==> config.mk <==
export PLATFORM = sky130hd
export DESIGN_NAME = mem_bus_master_flat
export DESIGN_NICKNAME = d
export VERILOG_FILES = /design/src/rtl/mem_bus_if.sv /design/src/rtl/mem_bus_master.sv /design/src/flat_wrapper.sv
export SDC_FILE = /design/constraint.sdc
export NUM_CORES = 1
export LEC_CHECK = 0
export CAP_MARGIN = 20
export CORE_MARGIN = 5
export CORE_UTILIZATION = 42
export DETAILED_ROUTE_END_ITERATION = 10
export GPL_TIMING_DRIVEN = 0
export PLACE_DENSITY = 0.79
export SYNTH_ARGS = -nofsm -noshare
export SYNTH_HDL_FRONTEND = slang
export SYNTH_SLANG_ARGS = --single-unit
==> constraint.sdc <==
create_clock -name clk -period 2.9 [get_ports clk]
set_input_delay 0.725 -clock clk [delete_from_list [all_inputs] [get_ports clk]]
set_output_delay 0.725 -clock clk [all_outputs]
set_load 0.02 [all_outputs]
**Run 1: clock wires, drivers and flops**

Drawn at 4 px/um.
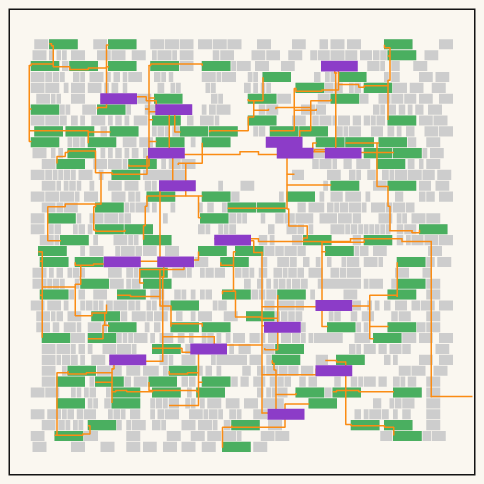
[clock drivers] purple | count: 17
[flip-flops] green | count: 113
[clock wires] orange | length: 1,490 um
flops lie	spread over the die
latest clock arrival within the worst-skew pair: 0.42 ns
power dissipated in the clock network: 0.00204 W
worst-case clock skew: 0.0111 ns

**Run 1: signal wires on met2**

Drawn at 4 px/um.
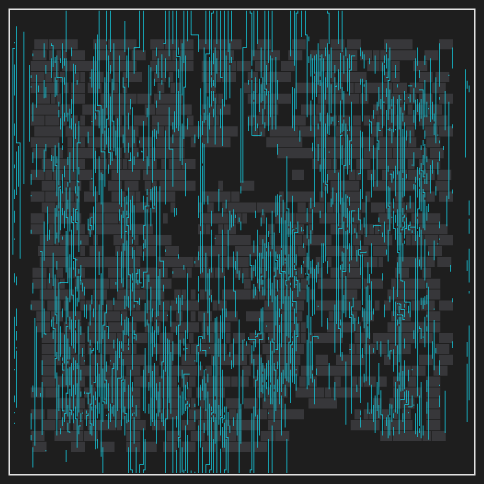
nets with wire on the layer	796
share of all routed wire	47%
Vias: 5,185
routed wire length: 16.6 mm
routing usage on met2: 41.4%

**Run 1: cells colored by class**

Drawn at 3 px/um. Fill, decap, tap and diode cells in gray.
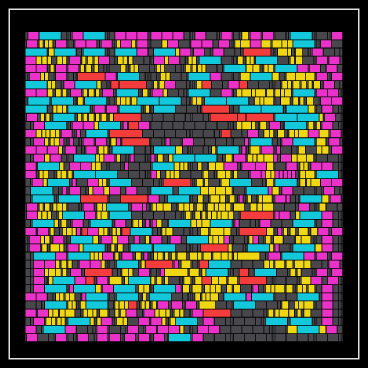
class	color	cells	share of their area
sequential cells	cyan	113	31%
remaining buffers and delay cells	magenta	257	31%
combinational and other logic	yellow	433	30%
clock drivers and dummy loads	red	32	7.9%
Row Count: 38
core area: 10,900 um^2
fraction of area in registers: 29.8%
design area: 7590 um^2

**Run 1: wires at chosen ports, followed through buffers**

Drawn at 3 px/um.
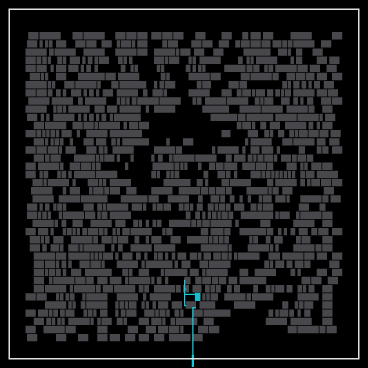
port	color	direction	end cells	buffers	wire
`bus_cmd_ready`	cyan	output	1	1	30.5 um
ports placed on the boundary: 211
total of buffers placed on input and output ports: 210

==> metrics.sh <==
PWR-SHARE-COMB_PCT=17.4
TRITONCTS='done'
CTS.SINK_COUNT=113
SYNTH_CELLS=593
N_SEQUENTIAL_CELL=113
CTS.CLK_SLEW.WORST_PATHS_NS=0.05
RUN_STATUS='complete, no violations'
DRIVE_GT1_SHARE_PCT=6.23
SYN_NETS=701
POST_SYNTH_INSTANCE_AREA_UM2=4720
SETUP_VIOL=0
VDD.IR_DROP.WORST_mV=0.374
INITCOREUTIL_PCT=43.2
POWER.DENSITY_nW_PER_UM2=597
DESIGN_POWER_TOTAL_W=0.00453
LARGEST_NET_DEGREE_AT_THE_START_OF_GLOBAL_ROUTING=17
LAY_TOP_COUNT='sky130_fd_sc_hd__clkdlybuf4s50_1'
FINALHOLDVIOLCOUNT=0
ANTENNA_VIOLATIONS_BEFORE_REPAIR=0
CTS-ROOT-BUF='sky130_fd_sc_hd__clkbuf_16'
HTREE_NUM_LEVELS=4
MAX_SLEW_MARGIN_PCT=49.3
PLACE_HPWL_MM=12.6
PLACEMENT.CELL_AREA_UM2=7000
CRIT_PATH_TIME_FINAL_NS=2.80
WORST_SLEW_PIN_SLEW_NS=0.754
YS_SEQ_ELEMENTS=113
ROUTED_LENGTH_PER_PLACED_INSTANCE_UM=17.1
CRITPATHMAXFANOUT=8
POST_CTS.REPAIR.SETUP_BUFFERS=0
WORST_EP_REQUIRED_TIME_NS=2.17
FIRST_ITER_VIOLATIONS=507
HOLD_FIX_BUFFERS_CTS=0
MAXCLOCKFREQUENCY_MHz=357
UNREPAIRED_SETUP_ENDPOINTS_AFTER_GLOBAL_ROUTING='no'
DIE.SIZE.Y_UM=116
CP_DATA_ARRIVAL_TIME_NS=2.07
INVERTERS=2
DIODES=0
PLACED_CELLS_INCL_TAPS=943
VIAS_PER_CELL=5.32
## run 1: cell families (layout without fill, tap and decap cells)
family	after synthesis	after routing	share of synthesized area [%]
DFF	113	113	47.9
AOI/OAI and AO/OA	166	166	21.5
adders and majority gates	1	1	0.265
buffers and inverters	49	291	4.56
xor gates and xnor gates	1	1	0.186
muxes	1	1	0.212
and+or+nand+nor	262	262	25.3
## run 1: Yosys cell counts (2+ instances only)
library cell / count / area, um^2
sky130_fd_sc_hd__nand2_1: 176 / 661
sky130_fd_sc_hd__dfxtp_1: 113 / 2260
sky130_fd_sc_hd__a21oi_1: 79 / 395
sky130_fd_sc_hd__clkbuf_1: 37 / 139
sky130_fd_sc_hd__o21ai_0: 34 / 170
sky130_fd_sc_hd__nor2b_1: 33 / 206
sky130_fd_sc_hd__a32oi_1: 32 / 280
sky130_fd_sc_hd__nor2_1: 14 / 52.6
sky130_fd_sc_hd__buf_2: 7 / 35.0
sky130_fd_sc_hd__and3_1: 6 / 37.5
sky130_fd_sc_hd__nor4_1: 5 / 31.3
sky130_fd_sc_hd__o21ai_1: 5 / 25.0
sky130_fd_sc_hd__a211oi_1: 4 / 30.0
sky130_fd_sc_hd__buf_6: 3 / 33.8
sky130_fd_sc_hd__nand2b_1: 3 / 18.8
sky130_fd_sc_hd__nand3_1: 3 / 15.0
sky130_fd_sc_hd__nand3b_1: 3 / 22.5
sky130_fd_sc_hd__nand4_1: 3 / 18.8
sky130_fd_sc_hd__a211o_1: 2 / 17.5
sky130_fd_sc_hd__a31o_2: 2 / 17.5
sky130_fd_sc_hd__a31oi_1: 2 / 12.5
sky130_fd_sc_hd__and2_1: 2 / 12.5
sky130_fd_sc_hd__inv_1: 2 / 7.51
sky130_fd_sc_hd__nand4b_1: 2 / 17.5
sky130_fd_sc_hd__nor3b_1: 2 / 15.0
sky130_fd_sc_hd__or2_2: 2 / 12.5
sky130_fd_sc_hd__or4_1: 2 / 15.0
## run 1: per-stage QoR
step | TNS (ns) | hold WS [ns]
after floorplan | 0 | 0.432
after global placement | -1.91 | 0.441
after detailed placement | -2.88 | 0.446
after CTS | 0 | 0.453
after global routing | 0 | 0.475
final | 0 | 0.450
## run 1: power groups by stage
stage               sequential [W]  combinational, W  clock, W
finish                     0.00170          0.000787   0.00204
global route               0.00171          0.000852   0.00214
CTS                        0.00170          0.000793   0.00207
detailed placement         0.00173          0.000787         0
global placement           0.00173          0.000776         0
floorplan                  0.00182          0.000269         0
## run 1: worst max-delay path: stages (launching register included)
cell and delay [ns]:
sky130_fd_sc_hd__dfxtp_1 0.29, sky130_fd_sc_hd__buf_2 0.17, sky130_fd_sc_hd__nor2_1 0.12, sky130_fd_sc_hd__and2_1 0.27, sky130_fd_sc_hd__and3_1 0.18, sky130_fd_sc_hd__clkdlybuf4s50_1 0.63
## run 1: layer usage
layer	vias to the layer above	part of all wire [%]	global-route usage [%]
met5	-	0	0
met2	251	47	41.4
met3	21	13	12.0
li1	2515	-	-
met4	0	1.2	7.35
met1	2398	39	27.4
Power and IR drop assume default switching activity.
